===== src/rtl/simple_dma_reader_if.sv =====
// Bus bundle for simple_dma_reader: transfer control, memory read port and pixel stream.
interface simple_dma_reader_if;
    logic        start;
    logic [15:0] base;
    logic [15:0] len;
    logic        rd_en;
    logic [15:0] rd_addr;
    logic [7:0]  rd_data;
    logic        pix_valid;
    logic [7:0]  pix_data;
    logic        pix_ready;
    logic [15:0] bytes_sent;
    logic        busy;
    logic        done;

    // slave: the DMA engine side
    modport slave (
        input  start, base, len, rd_data, pix_ready,
        output rd_en, rd_addr, pix_valid, pix_data, bytes_sent, busy, done
    );

    // master: the controller / memory / sink side
    modport master (
        output start, base, len, rd_data, pix_ready,
        input  rd_en, rd_addr, pix_valid, pix_data, bytes_sent, busy, done
    );
endinterface


===== src/rtl/simple_dma_reader.sv =====
// Memory-to-stream DMA: issues credit-limited reads into a small FIFO and streams bytes out.
module simple_dma_reader #(
    parameter int RD_LATENCY = 1,
    parameter int FIFO_DEPTH = 4
) (
    input  logic               clk,
    input  logic               rst_n,
    simple_dma_reader_if.slave bus
);
    localparam int AW = $clog2(FIFO_DEPTH);
    localparam int CW = AW + 1;
    localparam logic [7:0] DEPTH_C = 8'(FIFO_DEPTH);

    typedef enum logic [1:0] {IDLE, FETCH, DRAIN} state_t;

    state_t                state_q, state_d;
    logic [15:0]           base_q, len_q, issued_q, sent_q, rd_addr_q;
    logic                  rd_en_q, done_q;
    logic [RD_LATENCY-1:0] vld_p;
    logic [7:0]            fifo_mem [FIFO_DEPTH];
    logic [AW-1:0]         wr_ptr_q, rd_ptr_q;
    logic [CW-1:0]         count_q;
    logic                  accept, issue_go, done_d, push, pop, pix_valid;
    logic [7:0]            outstanding;

    function automatic logic [7:0] inflight(input logic en, input logic [RD_LATENCY-1:0] v);
        logic [7:0] n;
        n = {7'd0, en};
        for (int i = 0; i < RD_LATENCY; i++) n = n + {7'd0, v[i]};
        return n;
    endfunction

    // Credits: every slot is either occupied, awaiting read data, or strobed this cycle.
    assign outstanding = 8'(count_q) + inflight(rd_en_q, vld_p);
    assign push        = vld_p[RD_LATENCY-1];
    assign pix_valid   = (count_q != '0);
    assign pop         = pix_valid & bus.pix_ready;

    always_comb begin
        state_d  = state_q;
        accept   = 1'b0;
        issue_go = 1'b0;
        done_d   = 1'b0;
        unique case (state_q)
            IDLE: begin
                if (bus.start) begin
                    accept = 1'b1;
                    if (bus.len == 16'd0) begin
                        done_d = 1'b1;
                    end else begin
                        issue_go = 1'b1;
                        state_d  = (bus.len == 16'd1) ? DRAIN : FETCH;
                    end
                end
            end
            FETCH: begin
                if (outstanding < DEPTH_C) begin
                    issue_go = 1'b1;
                    if (issued_q + 16'd1 == len_q) state_d = DRAIN;
                end
            end
            DRAIN: begin
                if (pop && (sent_q + 16'd1 == len_q)) begin
                    state_d = IDLE;
                    done_d  = 1'b1;
                end
            end
            default: state_d = IDLE;
        endcase
    end

    // Stage p0: read issue; stages vld_p: read data in flight; then FIFO capture/pop.
    always_ff @(posedge clk or negedge rst_n) begin
        if (!rst_n) begin
            state_q   <= IDLE;
            base_q    <= '0;
            len_q     <= '0;
            issued_q  <= '0;
            sent_q    <= '0;
            rd_addr_q <= '0;
            rd_en_q   <= 1'b0;
            done_q    <= 1'b0;
            vld_p     <= '0;
            wr_ptr_q  <= '0;
            rd_ptr_q  <= '0;
            count_q   <= '0;
        end else begin
            state_q <= state_d;
            done_q  <= done_d;
            rd_en_q <= issue_go;
            if (accept) begin
                base_q <= bus.base;
                len_q  <= bus.len;
            end
            if (issue_go) rd_addr_q <= accept ? bus.base : base_q + issued_q;
            if (accept)        issued_q <= issue_go ? 16'd1 : 16'd0;
            else if (issue_go) issued_q <= issued_q + 16'd1;
            if (accept)   sent_q <= '0;
            else if (pop) sent_q <= sent_q + 16'd1;
            vld_p[0] <= rd_en_q;
            for (int i = 1; i < RD_LATENCY; i++) vld_p[i] <= vld_p[i-1];
            if (push) wr_ptr_q <= wr_ptr_q + 1'b1;
            if (pop)  rd_ptr_q <= rd_ptr_q + 1'b1;
            case ({push, pop})
                2'b10:   count_q <= count_q + 1'b1;
                2'b01:   count_q <= count_q - 1'b1;
                default: count_q <= count_q;
            endcase
        end
    end

    always_ff @(posedge clk) begin
        if (push) fifo_mem[wr_ptr_q] <= bus.rd_data;
    end

    assign bus.rd_en      = rd_en_q;
    assign bus.rd_addr    = rd_addr_q;
    assign bus.pix_valid  = pix_valid;
    assign bus.pix_data   = pix_valid ? fifo_mem[rd_ptr_q] : 8'd0;
    assign bus.bytes_sent = sent_q;
    assign bus.busy       = (state_q != IDLE);
    assign bus.done       = done_q;
endmodule


===== src/flat_wrapper.sv =====
// flat-port wrapper written by rule: the top's interface ports become plain ports
module simple_dma_reader_flat 
#(
    parameter int RD_LATENCY = 1,
    parameter int FIFO_DEPTH = 4
)
  (clk, rst_n, bus_start, bus_base, bus_len, bus_rd_data, bus_pix_ready, bus_rd_en, bus_rd_addr, bus_pix_valid, bus_pix_data, bus_bytes_sent, bus_busy, bus_done);
  simple_dma_reader_if bus_i ();
  input  logic clk;
  input  logic rst_n;
  input wire logic [$bits(bus_i.start)-1:0] bus_start;
  input wire logic [$bits(bus_i.base)-1:0] bus_base;
  input wire logic [$bits(bus_i.len)-1:0] bus_len;
  input wire logic [$bits(bus_i.rd_data)-1:0] bus_rd_data;
  input wire logic [$bits(bus_i.pix_ready)-1:0] bus_pix_ready;
  output wire logic [$bits(bus_i.rd_en)-1:0] bus_rd_en;
  output wire logic [$bits(bus_i.rd_addr)-1:0] bus_rd_addr;
  output wire logic [$bits(bus_i.pix_valid)-1:0] bus_pix_valid;
  output wire logic [$bits(bus_i.pix_data)-1:0] bus_pix_data;
  output wire logic [$bits(bus_i.bytes_sent)-1:0] bus_bytes_sent;
  output wire logic [$bits(bus_i.busy)-1:0] bus_busy;
  output wire logic [$bits(bus_i.done)-1:0] bus_done;
  assign bus_i.start = bus_start;
  assign bus_i.base = bus_base;
  assign bus_i.len = bus_len;
  assign bus_i.rd_data = bus_rd_data;
  assign bus_i.pix_ready = bus_pix_ready;
  assign bus_rd_en = bus_i.rd_en;
  assign bus_rd_addr = bus_i.rd_addr;
  assign bus_pix_valid = bus_i.pix_valid;
  assign bus_pix_data = bus_i.pix_data;
  assign bus_bytes_sent = bus_i.bytes_sent;
  assign bus_busy = bus_i.busy;
  assign bus_done = bus_i.done;
  simple_dma_reader #(.RD_LATENCY(RD_LATENCY), .FIFO_DEPTH(FIFO_DEPTH)) u_core (.clk(clk), .rst_n(rst_n), .bus(bus_i));
endmodule

===== config.mk =====
export PLATFORM = sky130hd
export DESIGN_NAME = simple_dma_reader_flat
export DESIGN_NICKNAME = d
export VERILOG_FILES = /design/src/rtl/simple_dma_reader_if.sv /design/src/rtl/simple_dma_reader.sv /design/src/flat_wrapper.sv
export SDC_FILE = /design/constraint.sdc
export NUM_CORES = 1
export LEC_CHECK = 0
export CORE_UTILIZATION = 54
export DETAILED_ROUTE_END_ITERATION = 16
export GPL_ROUTABILITY_DRIVEN = 0
export HOLD_SLACK_MARGIN = 0.08
export PLACE_DENSITY = 0.78
export SLEW_MARGIN = 20
export SYNTH_ARGS = -nofsm -noshare
export SYNTH_HDL_FRONTEND = slang
export SYNTH_SLANG_ARGS = --single-unit

===== constraint.sdc =====
create_clock -name clk -period 4.1 [get_ports clk]
set_input_delay 0.82 -clock clk [delete_from_list [all_inputs] [get_ports clk]]
set_output_delay 0.82 -clock clk [all_outputs]
set_load 0.02 [all_outputs]

### Where the registers sit

The bar under the picture is 20 µm long.
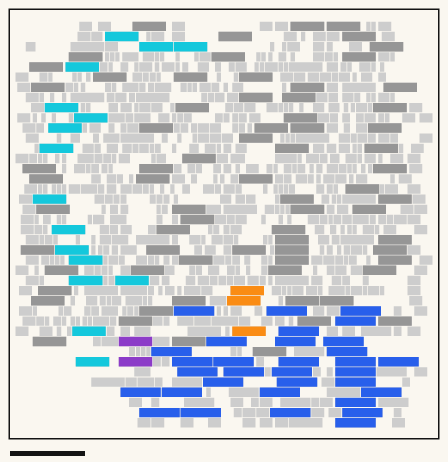
| color | name in the netlist | placed flops |
|---|---|---|
| purple | `u_core.wr_ptr_q` | 2 |
| blue | `u_core.fifo_mem` | 32 |
| orange | `u_core.count_q` | 3 |
| cyan | `u_core.base_q` | 16 |
not colored: 71
P_seq: 1470 µW
Reg area: 3260 µm²

### Wires at chosen ports, followed through buffers

The bar under the picture is 20 µm long.
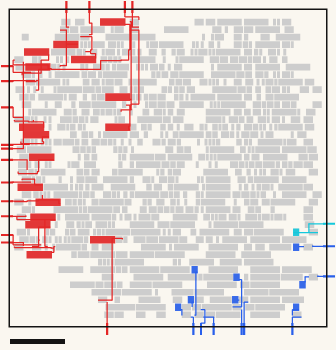
| color | port | direction | end cells | wire |
|---|---|---|---|---|
| cyan | `bus_pix_ready` | input | 1 | 17.4 µm |
| red | `bus_rd_addr` | output | 16 | 542 µm |
| blue | `bus_pix_data` | output | 8 | 92.8 µm |
# IOs: 88
Port Buffers: 87

### PDN straps and rails

The bar under the picture is 20 µm long. Pins as bars on the die edge. Tap cells in gray.
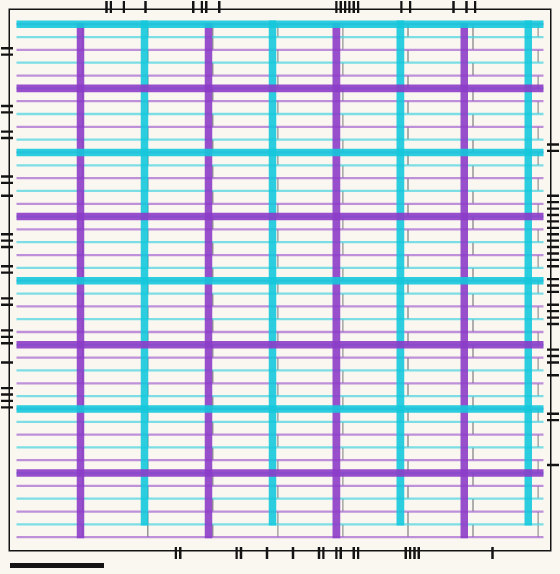
| color | net |
|---|---|
| cyan | VDD |
| purple | VSS |
signal pins: 88
met4 straps: 8
met1 rails: 41
maximum VDD drop: 0.000276 V
die y size: 115 µm
Die Wd: 115 µm
core area: 12,200 µm²

==> results.txt <==
fresh numbers from the pnr run: post-CTS sizing 0, largest power group registers, layout cells sized above 1 under 10%, pre-CTS WS between 1000 and 1500 ps, fmax roughly 0.3 GHz, Max Cap Viol 0, top cell category logic gates, Gate Count Post-Synth around 710, area grow syn2layout 22.3%, clk_buf instances 17, Data buffer area share about 11%, Yosys top cell by instances nand2_1, first-pass GRT wire length 26.4 mm, Final setup viols 0, routed via count about 5,600, Clock power frac a little under two fifths, Worst Setup EP bus_pix_data[1], critical path fanouts, max 10, crit path from u_core.rd_ptr_q[0]$_DFFE_PN0P_, area share, top type 33.7%, Multi-In Gates 528, routed wl met2 roughly 7.8 mm, Seq/Total Area, Yosys between 40% and 50%, fin area 8370 µm², Setup TNS 0 ps, die footprint around 13,000 µm², Cells after DPL between 900 and 1,000, fillers 911, crit path time final between 3000 and 4000 ps, critical path class flop to output pin, r2r setup slk around 1200 ps, Mean Syn Cell Area about 9.7 µm², hold_ws around 440 ps, combinational share of cell area around two fifths, highest routed layer met4, H-tree levels 4, Cell Pwr Density roughly 440 nW/µm², layout net count 857, CTS Hold Bufs 0, Logic inverters 22, Yosys Instances between 700 and 800, CP Capture Type output pin, Top cells by area dfrtp_1 (34%), edfxtp_1 (14%), nand2_1 (7.5%), xnor2_1 (5.9%), ha_1 (4.4%), clk root buf clkbuf_16, worst path arrival time roughly 2400 ps, Clock Path Buffers 2, Final Skew between 8 and 9 ps, Yosys Chip Area between 6000 and 7000 µm², dominant logic cell type in the layout nand2_1, worst r2r path cells 8, Synthesized Nets just under 800, most frequent cells in the layout nand2_1 (137), dfrtp_1 (92), clkdlybuf4s50_1 (86), WHS Endpoint u_core.push$_DFF_PN0_, Clock group about 1400 µW, Compound-Gate Fraction of Synth Area between 10% and 20%, Critical Path RT 3280 ps, Synth flops 124, internal power approximately 2500 µW, P_comb around 830 µW, Latency at later pin about 420 ps, Gate Area 3350 µm², Signal buffers 94, number of enable flip-flop cells 32, Buf+Inv Stages, Crit Path 1, total track usage a little over a quarter, metal3 WL around 1.0 mm, maximum number of pins on one net before global-route repair just under 80, vias in the first global route between 5,000 and 6,000, Slowest Stage Delay on Critical Path roughly 700 ps, CTS tree built, Largest register FFs 32, r2r startpoint u_core.issued_q[0]$_DFFE_PN0P_, main flop type dfrtp_1, Logic family by area simple AND/OR/NAND/NOR gates, CP delay by family, top flip-flops, top post-synthesis cells by count nand2_1 (137), dfrtp_1 (92), nor2_1 (52), Worst Setup Slack, final between 800 and 900 ps, CTS sink cnt between 100 and 150, outcome completed, postcts setup bufs 0
### Cell density map

The bar under the picture is 20 µm long. The die is cut into 11 by 11 equal tiles; white is low, dark blue is high, 0 to 100% covered.
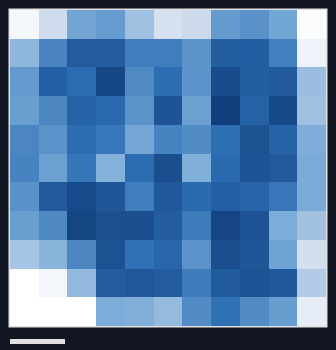
emptiest ninth of the die: south-west
mean over tiles: 62%
fullest tile: 94%
tiles over 75% full: 40%
nearly empty tiles: 3.3%
FP Core Util: 56.2%
Final Util: 68.8%

### Cell outlines without signal wires

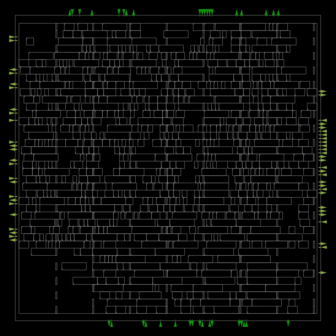
Seq/total area: 39.0%
non-filler cells, final: 968

Power is estimated from default activity; no workload was simulated.
